**Power grid**

Pins as bars on the die edge. Tap cells in grey.
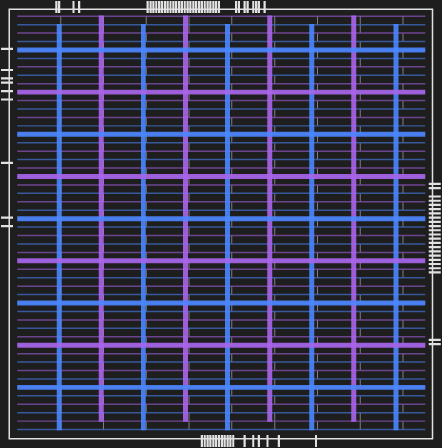
**Gate-type map**

Bar = 50 microns.
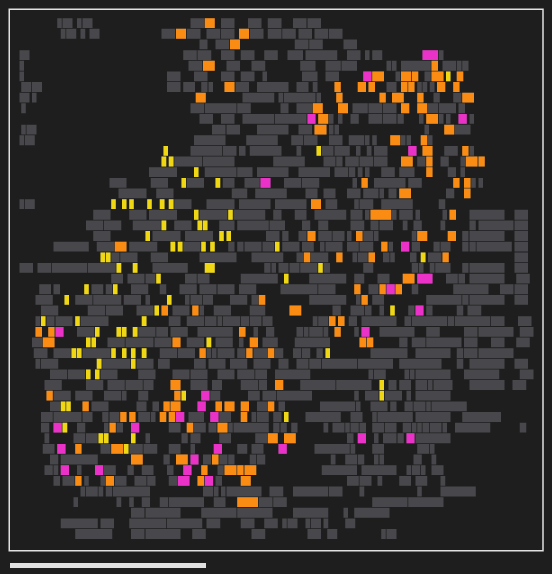
**Clock wiring as the flow saved it**

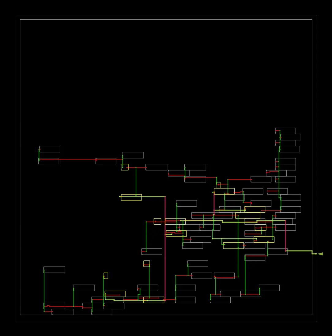
**Clock wires, drivers and flops**

Bar = 50 microns.
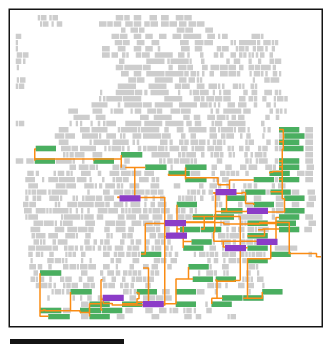
--- src/rtl/alien_fleet_controller.sv ---
// alien_fleet_controller
//   Sequences the alien formation: drives the shared march controls into every
//   alien, reverses and drops the formation when any live alien reaches the
//   playfield edge, shortens the march period as aliens die, and hands the
//   single alien-shot resource to live aliens in round-robin order.
//
// Ports
//   clk, rst_n           clock, asynchronous active-low reset
//   start                pulse; starts or restarts a wave (IDLE/CLEARED only)
//   alive[N]             per-alien alive flags
//   edge_hit[N]          per-alien edge-reached flags (used in MARCH only)
//   shot_busy            alien bullet in flight; blocks grants
//   movement_direction   0 = left, 1 = right
//   movement_frequency   march period in cycles
//   movement_width       step width, 0 freezes the formation
//   drop                 one-cycle pulse, formation steps down
//   armed[N]             one-hot shot grant, one cycle
//   fire                 high with any armed bit
//   wave_cleared         high while the wave is cleared
module alien_fleet_controller #(
  parameter int          NUM_ALIENS    = 16,
  parameter logic [15:0] BASE_PERIOD   = 16'd1000,
  parameter logic [15:0] MIN_PERIOD    = 16'd100,
  parameter logic [15:0] PERIOD_STEP   = 16'd50,
  parameter logic [15:0] STEP_WIDTH    = 16'd4,
  parameter logic [15:0] FIRE_INTERVAL = 16'd2000
) (
  input  logic                  clk,
  input  logic                  rst_n,
  input  logic                  start,
  input  logic [NUM_ALIENS-1:0] alive,
  input  logic [NUM_ALIENS-1:0] edge_hit,
  input  logic                  shot_busy,
  output logic                  movement_direction,
  output logic [15:0]           movement_frequency,
  output logic [15:0]           movement_width,
  output logic                  drop,
  output logic [NUM_ALIENS-1:0] armed,
  output logic                  fire,
  output logic                  wave_cleared
);

  localparam int IW = (NUM_ALIENS > 1) ? $clog2(NUM_ALIENS) : 1;
  localparam logic [IW-1:0] LAST_IDX = IW'(NUM_ALIENS - 1);

  typedef enum logic [2:0] {
    S_IDLE, S_MARCH, S_REVERSE, S_DROP, S_CLEARED
  } state_t;

  state_t                r_state, w_state_nxt;
  logic                  r_dir;
  logic [15:0]           r_freq, r_width;
  logic                  r_drop, r_fire, r_cleared;
  logic [NUM_ALIENS-1:0] r_armed;
  logic [IW-1:0]         r_ptr;
  logic [15:0]           r_timer;

  logic [15:0]           w_period;
  logic                  w_found;
  logic [IW-1:0]         w_gnt_idx;
  logic                  w_grant;
  logic                  w_start_acc;
  logic                  w_any_alive;

  assign w_any_alive = |alive;

  // Period shrinks with each dead alien; signed 32-bit math so an
  // over-aggressive PERIOD_STEP clamps to the floor instead of wrapping.
  always_comb begin : period_calc
    int live;
    int per;
    live = 0;
    for (int i = 0; i < NUM_ALIENS; i++) live += int'(alive[i]);
    per = int'(BASE_PERIOD) - int'(PERIOD_STEP) * (NUM_ALIENS - live);
    if (per < int'(MIN_PERIOD)) w_period = MIN_PERIOD;
    else                        w_period = per[15:0];
  end

  // Round-robin search: first live alien strictly after the last grantee.
  always_comb begin : rr_search
    int j;
    j         = 0;
    w_found   = 1'b0;
    w_gnt_idx = r_ptr;
    for (int k = 1; k <= NUM_ALIENS; k++) begin
      j = (int'(r_ptr) + k) % NUM_ALIENS;
      if (!w_found && alive[IW'(j)]) begin
        w_found   = 1'b1;
        w_gnt_idx = IW'(j);
      end
    end
  end

  // w_found already implies at least one live alien, so a grant can never
  // fire in the cycle the wave empties.
  assign w_grant = (r_state == S_MARCH) && (r_timer == FIRE_INTERVAL) &&
                   !shot_busy && w_found;

  always_comb begin : next_state
    w_state_nxt = r_state;
    case (r_state)
      S_IDLE:    if (start) w_state_nxt = S_MARCH;
      S_MARCH:   if (|(edge_hit & alive)) w_state_nxt = S_REVERSE;
      S_REVERSE: w_state_nxt = S_DROP;
      S_DROP:    w_state_nxt = S_MARCH;
      S_CLEARED: if (start) w_state_nxt = S_MARCH;
      default:   w_state_nxt = S_IDLE;
    endcase
    // An empty formation overrides every other move once a wave has begun.
    if (r_state != S_IDLE && !w_any_alive) w_state_nxt = S_CLEARED;
  end

  // A start only counts if it actually launches the march.
  assign w_start_acc = (w_state_nxt == S_MARCH) &&
                       (r_state == S_IDLE || r_state == S_CLEARED);

  always_ff @(posedge clk or negedge rst_n) begin
    if (!rst_n) r_state <= S_IDLE;
    else        r_state <= w_state_nxt;
  end

  // Outputs are registered from the next-state decode so they line up with
  // the state they describe.
  always_ff @(posedge clk or negedge rst_n) begin
    if (!rst_n) begin
      r_dir     <= 1'b1;
      r_freq    <= BASE_PERIOD;
      r_width   <= '0;
      r_drop    <= 1'b0;
      r_armed   <= '0;
      r_fire    <= 1'b0;
      r_cleared <= 1'b0;
      r_ptr     <= LAST_IDX;
      r_timer   <= '0;
    end else begin
      r_freq    <= w_period;
      r_width   <= (w_state_nxt == S_MARCH) ? STEP_WIDTH : 16'd0;
      r_drop    <= (w_state_nxt == S_DROP);
      r_cleared <= (w_state_nxt == S_CLEARED);
      r_fire    <= w_grant;
      r_armed   <= w_grant ? (NUM_ALIENS'(1) << w_gnt_idx) : '0;

      if (w_start_acc)                   r_dir <= 1'b1;
      else if (w_state_nxt == S_REVERSE) r_dir <= ~r_dir;

      if (w_start_acc)  r_ptr <= LAST_IDX;
      else if (w_grant) r_ptr <= w_gnt_idx;

      // Timer runs only while marching and parks at the interval, so a busy
      // bullet just delays the next grant rather than losing it.
      if (w_start_acc || w_grant)
        r_timer <= '0;
      else if (r_state == S_MARCH && r_timer != FIRE_INTERVAL)
        r_timer <= r_timer + 16'd1;
    end
  end

  assign movement_direction = r_dir;
  assign movement_frequency = r_freq;
  assign movement_width     = r_width;
  assign drop               = r_drop;
  assign armed              = r_armed;
  assign fire               = r_fire;
  assign wave_cleared       = r_cleared;

endmodule

--- config.mk ---
export PLATFORM = sky130hd
export DESIGN_NAME = alien_fleet_controller
export DESIGN_NICKNAME = d
export VERILOG_FILES = /design/src/rtl/alien_fleet_controller.sv
export SDC_FILE = /design/constraint.sdc
export NUM_CORES = 1
export LEC_CHECK = 0
export CAP_MARGIN = 10
export CORE_AREA = 2 2 134 136
export CTS_CLUSTER_SIZE = 28
export DETAILED_ROUTE_END_ITERATION = 6
export DIE_AREA = 0 0 136 138
export GPL_TIMING_DRIVEN = 0
export PLACE_DENSITY = 0.66
export SYNTH_ARGS = -nofsm -noshare
export SYNTH_HDL_FRONTEND = slang
export SYNTH_SLANG_ARGS = --single-unit
--- constraint.sdc ---
create_clock -name clk -period 11.9 [get_ports clk]
set_input_delay 2.38 -clock clk [delete_from_list [all_inputs] [get_ports clk]]
set_output_delay 2.38 -clock clk [all_outputs]
set_load 0.01 [all_outputs]
==> run summary <==
On the backend side, the flow ran end to end.

Per the run summary, max-cap violations total 0. Once placement finished, the instance area stood at 0.00843 sq mm. Summing all flip-flop and latch instances after layout gives 0.00149 sq mm. In this run, the synthesized area fraction spent on xor and xnor cells is recorded as 6.79%.

Hold-check failures listed in the final report amount to 0. Between the synthesized netlist and the finished layout, the area growth was recorded as 18.9%. The critical path runs through a total of 29 cells. The flow ran to the end, and the final reports show no timing, DRC or antenna violations. The number of global-route vias before repair stands at 6257. Summed over all nets, the half-perimeter wirelength after detailed placement is 15000 microns. The count of instantiated cells in the yosys netlist stands at 815. The floorplan utilization stands at 41.9%. Routability-driven placement finished with a final weighted congestion of 0.962. The number of placed instances with taps included stands at 1131. The post-cts repair resize count stands at 0.

Once layout is done, the placed cells without fillers occupy 0.00874 sq mm. Input and output buffers added on the ports amount to 71. STA puts the critical path data required time at 12.16 ns. The first global-routing pass estimated 31900 microns of wire. The multi-input combinational area share stands at 62.1%. The endpoint arrival time on the critical path stands at 11.44 ns. The initial antenna violation count came to 0. The pre-CTS setup check shows a worst slack of -0.0190 ns.

After synthesis the cells add up to 0.00735 sq mm. The total cell area reported by yosys after synthesis stands at 0.00735 sq mm. In this run the post-CTS setup repair buffer count came out at 0. The die is 136 microns wide. Global routing consumed, on the met3 layer, 3.78% of the routing resources.

Setup repair after global routing left no endpoint under its margin. Measured on the final layout, the clock distribution area share stands at 3.48%. The largest net degree at the start of global routing stands at 39. The number of tap instances stands at 229. In this run the core area contains 49 standard-cell rows. The max-slew violation total from the final report stands at 0.

The number of standard cells in the layout, taps in and fillers out stands at 1146. In this run the mean area of a mapped cell was 9.02 sq um. In the routed design, unresolved DRC markers number 0. For reference, the top cells by count after synthesis are 78 x sky130_fd_sc_hd__ha_1, 71 x sky130_fd_sc_hd__inv_1, 61 x sky130_fd_sc_hd__nor2_1. The final critical-path required period stands at 11.18 ns.

The placeable core area stands at 0.0175 sq mm. Per the detail_route report, vias per standard cell equal 5.61. The wire length on met3 stands at 870 microns. The most common logic cell in the final layout is sky130_fd_sc_hd__ha_1. The pre-antenna-repair detailed-routing pass consisted of 4 iterations. Per the slew report, the remaining headroom to the max-slew limit stands at 29.4%. The layout has 109 buffers outside the clock class. The tightest min-delay check is of the reg2reg type. The via total after detailed routing stands at 6434. The post-synthesis compound-gate area fraction stands at 15.0%.

The highest cell delay on the worst timing path stands at 0.71 ns. The total die area stands at 0.0188 sq mm. The hold buffer count at CTS stands at 0. In the synthesized netlist, the dominant kind of combinational cell is simple AND/OR/NAND/NOR gates. The area fraction in and, or, nand and nor cells stands at 18.0%.

In this run the worst setup path terminates at movement_frequency[6]. The class occupying the most area after layout is reported as logic gates. The tightest hold path in the finished design has a slack of 0.542 ns.

The worst register-to-register path ends at r_ptr[1]. Among all cell types in the netlist, the one instantiated most often is sky130_fd_sc_hd__ha_1. The worst setup margin stands at 0.718 ns. Looking at the clock tree report, the root buffer type is sky130_fd_sc_hd__clkbuf_16. The post-synthesis sequential area ratio stands at 20.3%. The share of Yosys cell area claimed by the top area cell type stands at 16.3%. The number of distinct library cells after synthesis stands at 79. Warnings raised by the tools during the run amount to 46.

In the setup report, the worst path falls into the class in2reg. Looking at the hold checks, the worst path lands on r_timer[15]. The post-layout period usage of the worst path stands at 94.0%. Of the cells placed in the final design, the portion with a size suffix greater than 1 is 13.2%.

By area the synthesized netlist is led by sky130_fd_sc_hd__dfrtp_1 16%, sky130_fd_sc_hd__ha_1 13%, sky130_fd_sc_hd__mux4_2 7.7%. The sum of negative setup slack stands at 0 ns. Non-clock buffering takes up 10.9% of total cell area after layout. Buffers inserted during clock tree synthesis total 9. For this run, the post-layout net count is 1043.

The layout inverter count without the clock tree stands at 74. The multi-input gate area in the final layout stands at 0.00542 sq mm. Per the hold report, the tightest min-delay path originates at r_timer[15]. Sequential cells make up 17.1% of the cell area. The utilization after layout stands at 49.8%.

The most numerous cell type found on the critical path is sky130_fd_sc_hd__fa_1.
Back to the opening pictures, 'power grid':
Purple is VDD. Blue is VSS.
9 straps on met4. The core has 49 rows. 50 met1 rails follow the rows. 229 tap cells. 9 straps on met5.

Back to the opening pictures, 'gate-type map':
Magenta is AND and OR gates, cells 29, where spread over the die. Orange is inverting AOI/OAI gates, cells 118. Yellow is inverters, cells 74.

Back to the opening pictures, 'clock wiring as the flow saved it':
sequential cell count: 59
clock buf count: 10
Clock Sink Count: 59
clock tree skew after final layout: 0.00575 ns

Back to the opening pictures, 'clock wires, drivers and flops':
Purple is cells driving clock nets, count 9. Green is flip-flops, count 59. Orange is clock wires, length 873 microns.
There are 10 routed clock nets.

